Design gf_modexp_seq, sky130hd; sources not shown.
met1.png
Drawn at 2 px/um. Cells faint in the background.
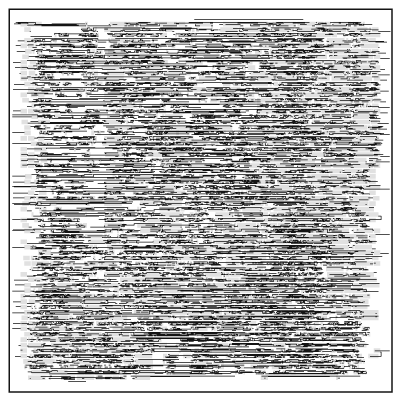
main direction: horizontal
longest straight run: 71.3 um
routed vias: 20828
met1 usage: 54.0%

met2.png
Drawn at 2 px/um.
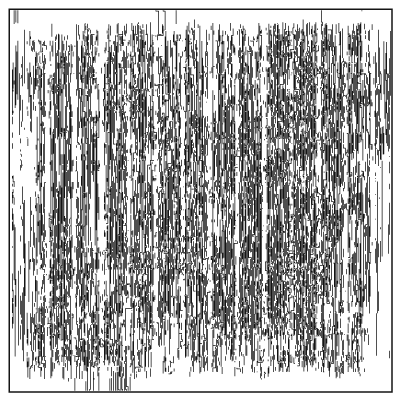
share of all routed wire: 42%
main direction: vertical
longest straight run: 88.7 um
wire length on this layer: 35.1 mm
grt met2 use: 64.0%
overall routed net length: 83.3 mm

met3.png
Drawn at 1.5 px/um. Cells faint in the background.
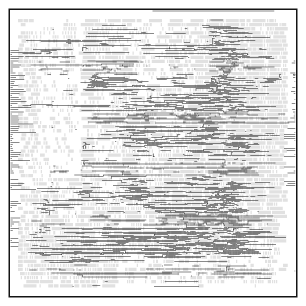
wire length on this layer: 11200 um
share of all routed wire: 14%
main direction: horizontal
nets with wire on the layer: 681
met3 Track Usage GR: 12.0%

met4.png
Drawn at 1.5 px/um. Cells faint in the background.
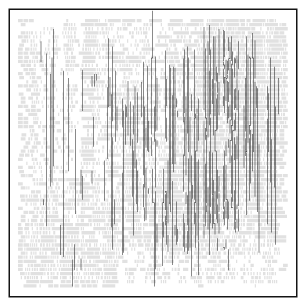
wire length on this layer: 7460 um
share of all routed wire: 9.0%
longest straight run: 124 um

final_congestion.png
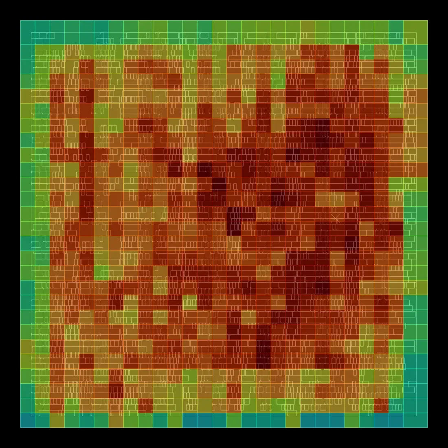
routed len/inst: 24.8 um
GRT Util Overall: 42.2%
grt peak-use layer: met2
Util after Layout: 73.1%

==> results_dict.tcl <==
# implementation run metrics
set metrics [dict create \
    status "complete, but fails checks" \
    violations "DRC, setup timing" \
    inv_count 309 \
    max_stage_delay_ns 0.38 \
    synth.net_count 2788 \
    fill_cells 2404 \
    min_path_cells 3 \
    period_used_pct 121 \
    yosys_warnings 6 \
    finalSetupViolCount 130 \
    io_buffers 140 \
    synthCells 2667 \
    grt_pass1_wl_mm 116 \
    finalNetCount 3008 \
    slew_viol_final 0 \
    worstPathRequired_ns 3.19 \
    row_count 66 \
    seq_power_share_pct 21.6 \
    clk-insertion-delay-late_ns 0.58 \
    grt_max_degree 96 \
    gp_congestion 1.16 \
    diodes 2 \
    cpMostUsedCell "buf_6" \
    cp_top_family "buffers and inverters" \
    first_iter_violations 3166 \
    fmax_mhz 304 \
    hold_viol 0 \
    slew_headroom_pct 21.3 \
    sh_comb_area_pct 47.3 \
    ant_nets 0 \
    layout_setup_ws_ns -0.566 \
    grt.overflow.total 0 \
    critPathCaptureType "register" \
    max-vdd-ir-drop_v 0.000685 \
    clock_path_buffers 3 \
    p_per_area_nw_per_um2 1510 \
    cap_viol_max_count 0 \
    path_depth 20 \
    tritoncts "done" \
    post-route-min-period_ns 3.29 \
    pin_count 143 \
    p_comb_share_pct 66.6 \
    syn_area_sq_um 17600 \
    rsz0062_at_grt "true" \
    drc 1 \
    die_h_um 191 \
    initial_utilization_pct 54.4 \
    clkTransAtPathRegs_ns 0.06 \
    cts.sinks 280 \
]
metrics by stage:
step / hold WS (ns) / util (%) / area (sq um) / cells / setup slack [ns]
global route: 0.155 / 73.1 / 23700 / 3350 / -0.572
detailed placement: 0.322 / 60.7 / 19600 / 3251 / -1.53
finish: 0.139 / 73.1 / 23700 / 3352 / -0.566
floorplan: -0.0236 / - / 17600 / 2667 / 0.0247
global placement: 0.461 / 60.5 / 19600 / 3249 / -10.06
CTS: 0.124 / 69.1 / 22400 / 3325 / -0.158
what timing repair did:
item / CTS / global route
pin swaps: 110 / 146
gates resized: 400 / 292
cloned: 3 / 1
endpoints found under the hold margin: 93 / 0
hold buffers: 1 / 0
setup endpoints to repair: 184 / 160
setup buffers: 19 / 24
power by group through the flow:
stage	Sequential, mW	Clock (mW)	Combinational (mW)
2_1_floorplan	6.78	0	10.0
3_3_place_gp	7.25	0	15.1
3_5_place_dp	7.28	0	15.5
4_1_cts	7.34	4.12	19.1
5_1_grt	7.73	4.35	24.6
6_report	7.69	4.20	23.7
cells in the final DEF (no fill, tap or decap), drive strengths merged:
cell type,instances
clkdlybuf4s50,139
diode,2
dfrtp,280
xnor2,15
nand3,247
o221ai,6
o31ai,32
and3,1
a21oi,61
dlygate4sd3,1
o211ai,2
o21ai,232
or2,4
clkinv,11
a32oi,1
clkbuf,109
o2111ai,1
ha,13
bufinv,2
clkinvlp,1
nand2,879
o21bai,4
a31oi,4
xor2,27
nand3b,6
o22ai,3
a22oi,1
nor3,17
inv,306
buf,109
and2,1
nor2,343
nand4,50
layer usage:
layer,vias to the layer above,track usage [%],wire [um]
li1,8882,-,-
met4,2,24.4,7460
met1,9730,54.0,29400
met5,-,0,13
met3,502,12.0,11200
met2,1712,64.0,35100
Power is estimated from default activity; no workload was simulated.
